**src/rtl/sap_datapath_if.sv**
```systemverilog
// sap_datapath_if: control word and program port in, status and debug values out.
interface sap_datapath_if #(parameter int DATA_W = 8);
    logic [14:0]       ctrl;
    logic              prog_we;
    logic [3:0]        prog_addr;
    logic [DATA_W-1:0] prog_data;
    logic [3:0]        opcode;
    logic [DATA_W-1:0] out_val;
    logic              carry;
    logic              zero;
    logic              bus_err;
    logic [DATA_W-1:0] bus_dbg;
    logic [3:0]        pc_dbg;
    modport master (
        output ctrl, prog_we, prog_addr, prog_data,
        input  opcode, out_val, carry, zero, bus_err, bus_dbg, pc_dbg
    );
    modport slave (
        input  ctrl, prog_we, prog_addr, prog_data,
        output opcode, out_val, carry, zero, bus_err, bus_dbg, pc_dbg
    );
endinterface

```
**src/rtl/sap_datapath.sv**
```systemverilog
// sap_datapath: SAP-style bus, registers, 16x8 RAM and adder/subtractor driven by a 15-bit control word.
module sap_datapath #(
    parameter int RAM_DEPTH = 16,
    parameter int DATA_W    = 8
) (
    input logic           clk,
    input logic           rst_n,
    sap_datapath_if.slave bus_if
);
    localparam int AW = $clog2(RAM_DEPTH);

    logic pc_inc, pc_en, pc_load, mar_load, mdr_load, ram_en, ram_wr;
    logic ir_load, ir_en, a_load, a_en, sub, alu_en, b_load, out_load;
    logic [AW-1:0]     pc, mar;
    logic [DATA_W-1:0] mdr, ir, a, b, out_q, bus;
    logic [DATA_W-1:0] d_pc, d_ram, d_ir, d_a, d_alu;
    logic [DATA_W:0]   sum;
    logic [2:0]        n_drv;
    logic              carry_q, zero_q, err_q;
    logic [DATA_W-1:0] ram [RAM_DEPTH];

    assign pc_inc   =  bus_if.ctrl[14];
    assign pc_en    =  bus_if.ctrl[13];
    assign pc_load  =  bus_if.ctrl[12];
    assign mar_load = ~bus_if.ctrl[11];
    assign mdr_load = ~bus_if.ctrl[10];
    assign ram_en   = ~bus_if.ctrl[9];
    assign ram_wr   = ~bus_if.ctrl[8];
    assign ir_load  = ~bus_if.ctrl[7];
    assign ir_en    = ~bus_if.ctrl[6];
    assign a_load   = ~bus_if.ctrl[5];
    assign a_en     =  bus_if.ctrl[4];
    assign sub      =  bus_if.ctrl[3];
    assign alu_en   =  bus_if.ctrl[2];
    assign b_load   = ~bus_if.ctrl[1];
    assign out_load = ~bus_if.ctrl[0];

    // Subtraction is a + ~b + 1, so carry means "no borrow".
    assign sum = {1'b0, a} + {1'b0, sub ? ~b : b} + (DATA_W+1)'(sub);

    // Contending drivers wire-OR onto the bus and are flagged rather than resolved.
    assign d_pc  = pc_en  ? DATA_W'(pc)          : '0;
    assign d_ram = ram_en ? ram[mar]             : '0;
    assign d_ir  = ir_en  ? DATA_W'(ir[3:0])     : '0;
    assign d_a   = a_en   ? a                    : '0;
    assign d_alu = alu_en ? sum[DATA_W-1:0]      : '0;
    assign bus   = d_pc | d_ram | d_ir | d_a | d_alu;
    assign n_drv = 3'(pc_en) + 3'(ram_en) + 3'(ir_en) + 3'(a_en) + 3'(alu_en);

    always_ff @(posedge clk) begin
        if (!rst_n) begin
            pc      <= '0;
            mar     <= '0;
            mdr     <= '0;
            ir      <= '0;
            a       <= '0;
            b       <= '0;
            out_q   <= '0;
            carry_q <= 1'b0;
            zero_q  <= 1'b0;
            err_q   <= 1'b0;
        end else begin
            if (pc_load) pc <= bus[AW-1:0];
            else if (pc_inc) pc <= pc + AW'(1);
            if (mar_load) mar <= bus[AW-1:0];
            if (mdr_load) mdr <= bus;
            if (ir_load) ir <= bus;
            if (a_load) a <= bus;
            if (b_load) b <= bus;
            if (out_load) out_q <= bus;
            if (alu_en) begin
                carry_q <= sum[DATA_W];
                zero_q  <= (sum[DATA_W-1:0] == '0);
            end
            if (n_drv > 3'd1) err_q <= 1'b1;
        end
    end

    // RAM survives reset; the program port has priority over a sequencer store.
    always_ff @(posedge clk) begin
        if (rst_n) begin
            if (bus_if.prog_we) ram[bus_if.prog_addr] <= bus_if.prog_data;
            else if (ram_wr) ram[mar] <= mdr;
        end
    end

    assign bus_if.opcode  = ir[DATA_W-1 -: 4];
    assign bus_if.out_val = out_q;
    assign bus_if.carry   = carry_q;
    assign bus_if.zero    = zero_q;
    assign bus_if.bus_err = err_q;
    assign bus_if.bus_dbg = bus;
    assign bus_if.pc_dbg  = pc;
endmodule

```
**src/flat_wrapper.sv**
```systemverilog
// flat-port wrapper written by rule: the top's interface ports become plain ports
module sap_datapath_flat 
#(
    parameter int RAM_DEPTH = 16,
    parameter int DATA_W    = 8
)
  (clk, rst_n, bus_if_ctrl, bus_if_prog_we, bus_if_prog_addr, bus_if_prog_data, bus_if_opcode, bus_if_out_val, bus_if_carry, bus_if_zero, bus_if_bus_err, bus_if_bus_dbg, bus_if_pc_dbg);
  sap_datapath_if #(.DATA_W(DATA_W)) bus_if_i ();
  input logic clk;
  input logic rst_n;
  input wire logic [$bits(bus_if_i.ctrl)-1:0] bus_if_ctrl;
  input wire logic [$bits(bus_if_i.prog_we)-1:0] bus_if_prog_we;
  input wire logic [$bits(bus_if_i.prog_addr)-1:0] bus_if_prog_addr;
  input wire logic [$bits(bus_if_i.prog_data)-1:0] bus_if_prog_data;
  output wire logic [$bits(bus_if_i.opcode)-1:0] bus_if_opcode;
  output wire logic [$bits(bus_if_i.out_val)-1:0] bus_if_out_val;
  output wire logic [$bits(bus_if_i.carry)-1:0] bus_if_carry;
  output wire logic [$bits(bus_if_i.zero)-1:0] bus_if_zero;
  output wire logic [$bits(bus_if_i.bus_err)-1:0] bus_if_bus_err;
  output wire logic [$bits(bus_if_i.bus_dbg)-1:0] bus_if_bus_dbg;
  output wire logic [$bits(bus_if_i.pc_dbg)-1:0] bus_if_pc_dbg;
  assign bus_if_i.ctrl = bus_if_ctrl;
  assign bus_if_i.prog_we = bus_if_prog_we;
  assign bus_if_i.prog_addr = bus_if_prog_addr;
  assign bus_if_i.prog_data = bus_if_prog_data;
  assign bus_if_opcode = bus_if_i.opcode;
  assign bus_if_out_val = bus_if_i.out_val;
  assign bus_if_carry = bus_if_i.carry;
  assign bus_if_zero = bus_if_i.zero;
  assign bus_if_bus_err = bus_if_i.bus_err;
  assign bus_if_bus_dbg = bus_if_i.bus_dbg;
  assign bus_if_pc_dbg = bus_if_i.pc_dbg;
  sap_datapath #(.RAM_DEPTH(RAM_DEPTH), .DATA_W(DATA_W)) u_core (.clk(clk), .rst_n(rst_n), .bus_if(bus_if_i));
endmodule
```
**config.mk**
```make
export PLATFORM = sky130hd
export DESIGN_NAME = sap_datapath_flat
export DESIGN_NICKNAME = d
export VERILOG_FILES = /design/src/rtl/sap_datapath_if.sv /design/src/rtl/sap_datapath.sv /design/src/flat_wrapper.sv
export SDC_FILE = /design/constraint.sdc
export NUM_CORES = 1
export LEC_CHECK = 0
export ABC_AREA = 1
export CAP_MARGIN = 40
export CORE_ASPECT_RATIO = 0.75
export CORE_MARGIN = 2
export CORE_UTILIZATION = 25
export DETAILED_ROUTE_END_ITERATION = 8
export HOLD_SLACK_MARGIN = 0.15
export PLACE_DENSITY = 0.42
export SKIP_CTS_REPAIR_TIMING = 1
export SLEW_MARGIN = 10
export SYNTH_ARGS = -nofsm -noshare
export SYNTH_HDL_FRONTEND = slang
export SYNTH_SLANG_ARGS = --single-unit
```
**constraint.sdc**
```tcl
create_clock -name clk -period 2.97 [get_ports clk]
set_input_delay 0.594 -clock clk [delete_from_list [all_inputs] [get_ports clk]]
set_output_delay 0.594 -clock clk [all_outputs]
set_load 0.005 [all_outputs]
```
met1.png
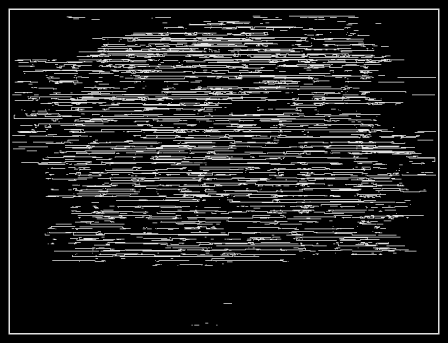
longest straight run: 103 µm
share of all routed wire: 54%

met2.png
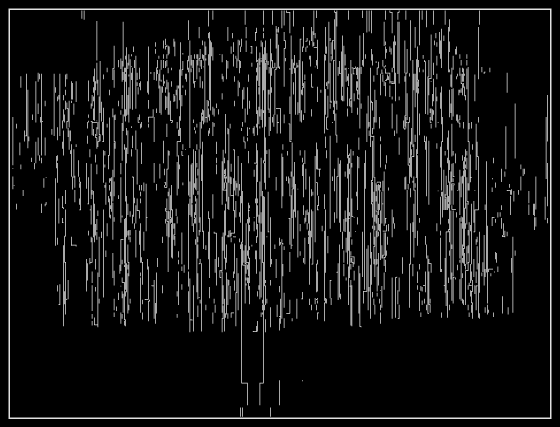
wire length on this layer: 10400 µm
nets with wire on the layer: 805
routed via count: 6702
total length of routed wires: 26000 µm
global-route track usage on met2: 20.7%

met3.png
Scale bar: 50 µm.
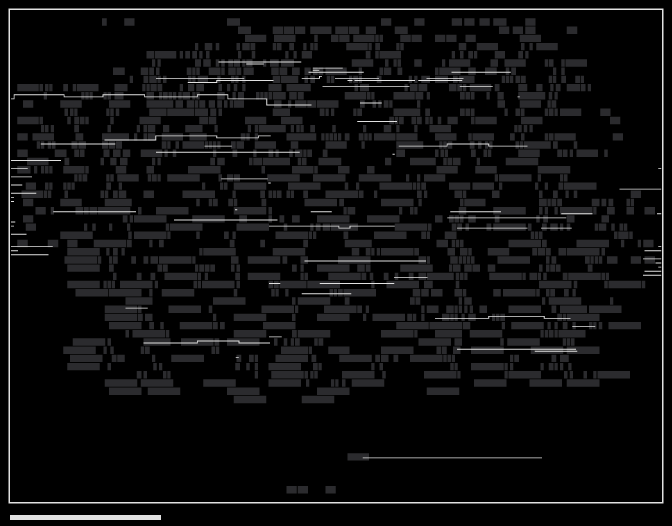
share of all routed wire: 4.7%
longest straight run: 59.1 µm
nets with wire on the layer: 57

final_congestion.png
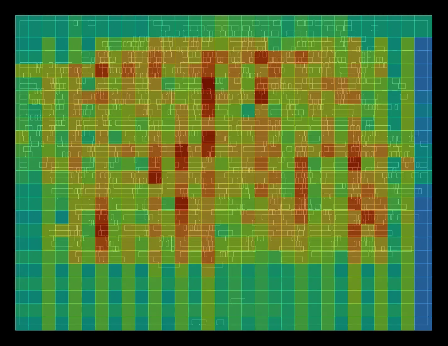
global-route usage over all layers: 14.9%
routed length per placed instance: 16.8 µm

==> results_slide.txt <==
Run Summary

Yosys
  – Top cell type by total area after synthesis: sky130_fd_sc_hd__edfxtp_1
  – Chip area line of the yosys report: 0.00844 mm²
  – Number of distinct library cells after synthesis: 29
  – Cell count after synthesis: 953
  – Area of the mapped netlist: 0.00844 mm²
  – Cell types with the highest counts after synthesis: sky130_fd_sc_hd__nand2_1 (201), sky130_fd_sc_hd__nor2_1 (154), sky130_fd_sc_hd__inv_1 (129)

Finish
  – FFs & Latches: 183
  – Clock buffers and inverters, area share: 5.16%
  – Logic share of the area: 26.5%
  – Clock buffers: 19

Critical path
  – CP startpoint kind: primary input
  – Critical Path AT: 2.32 ns
  – Cells traversed along the worst timing path: clkdlybuf4s50_1 -> buf_4 -> o21ai_0 -> a211oi_1 -> nand2_2 -> clkdlybuf4s50_1
  – WP data required: 2.38 ns
  – Register-to-register path setup slack: 0.91 ns
  – CP endpoint kind: output pin

Clock network
  – H-Tree Depth: 4

Timing
  – Final hold violation count: 0

Run status
  – Status: finished clean

Route
  – Length of the first detailed-routing pass in iterations: 5

Place
  – Detail Placement HPWL: 18100 µm
-- flip-flops by register name, indices dropped and copies added (netlist names), named ones only --
signal and count:
u_core.a 8, u_core.bus_if.out_val 8, u_core.ir 8, u_core.bus_if.pc_dbg 4, u_core.ram 128, u_core.bus_if.zero 1
u_core.bus_if.carry 1, u_core.b 8, u_core.bus_if.bus_err 1, u_core.mdr 8, u_core.mar 4
-- per-stage QoR --
step	setup WS [ns]	total power [mW]	hold WS, ns
3_5_place_dp	-0.635	4.44	0.465
2_1_floorplan	0.390	3.74	0.462
3_3_place_gp	-0.636	4.44	0.465
6_report	0.0558	6.75	0.473
5_1_grt	-0.0446	7.09	0.502
4_1_cts	-0.646	6.70	0.475
-- placed cells by master, fill, tap and decap left out, types with 21 or more instances in the layout --
master and count:
sky130_fd_sc_hd__edfxtp_1 128, sky130_fd_sc_hd__buf_4 88, sky130_fd_sc_hd__dfxtp_1 53, sky130_fd_sc_hd__clkdlybuf4s50_1 48, sky130_fd_sc_hd__nand3_1 91, sky130_fd_sc_hd__inv_1 127, sky130_fd_sc_hd__o21ai_0 52, sky130_fd_sc_hd__nor2_1 154
sky130_fd_sc_hd__a21oi_1 21, sky130_fd_sc_hd__nand2_1 191
-- worst reg2reg max path: stages, from the launching register on --
cell and delay (ns):
sky130_fd_sc_hd__dfxtp_1 0.36, sky130_fd_sc_hd__inv_1 0.09, sky130_fd_sc_hd__nand2_2 0.07, sky130_fd_sc_hd__nand2_2 0.07, sky130_fd_sc_hd__fa_2 0.41, sky130_fd_sc_hd__buf_6 0.13
sky130_fd_sc_hd__nand4_1 0.09, sky130_fd_sc_hd__nand4_1 0.14, sky130_fd_sc_hd__nand3_1 0.14, sky130_fd_sc_hd__nand2_1 0.08, sky130_fd_sc_hd__inv_2 0.06, sky130_fd_sc_hd__buf_4 0.12
sky130_fd_sc_hd__nand3_1 0.08, sky130_fd_sc_hd__nand2_1 0.09, sky130_fd_sc_hd__inv_1 0.04
-- power breakdown --
part	total, mW	switching, mW	internal, mW
Combinational	1.56	0.892	0.669
Sequential	2.93	0.0772	2.85
Clock	2.26	1.03	1.23
Total	6.75	2.00	4.76
-- cell families after synthesis --
kind of cell    after synthesis  share of synthesized area (%)
flops                       183                           58.6
simple gates                468                           22.9
mux                           1                          0.133
fa+ha+maj                    12                           2.05
buf+inv                     175                           8.76
xor+xnor                      9                          0.934
compound gates              105                           6.60
-- layer usage --
metal	global-route usage (%)	up-vias	routed length, µm
li1	-	3368	-
met1	23.0	3194	14100
met2	20.7	122	10400
met3	3.17	18	1210
met4	3.77	0	282
met5	0	-	0
-- final timing paths --
| check | endpoint | from | depth (start not counted) |
|---|---|---|---|
| setup / recovery | bus_if_bus_dbg[0] | bus_if_ctrl[6] | 6 |
| hold / removal | u_core.bus_if.zero | u_core.bus_if.zero | 2 |
| setup reg to reg | u_core.bus_if.out_val[6] | u_core.b[0] | 14 |
| hold reg to reg | u_core.bus_if.zero | u_core.bus_if.zero | 2 |
No activity file was given, so power comes from the tool's default toggle rates.
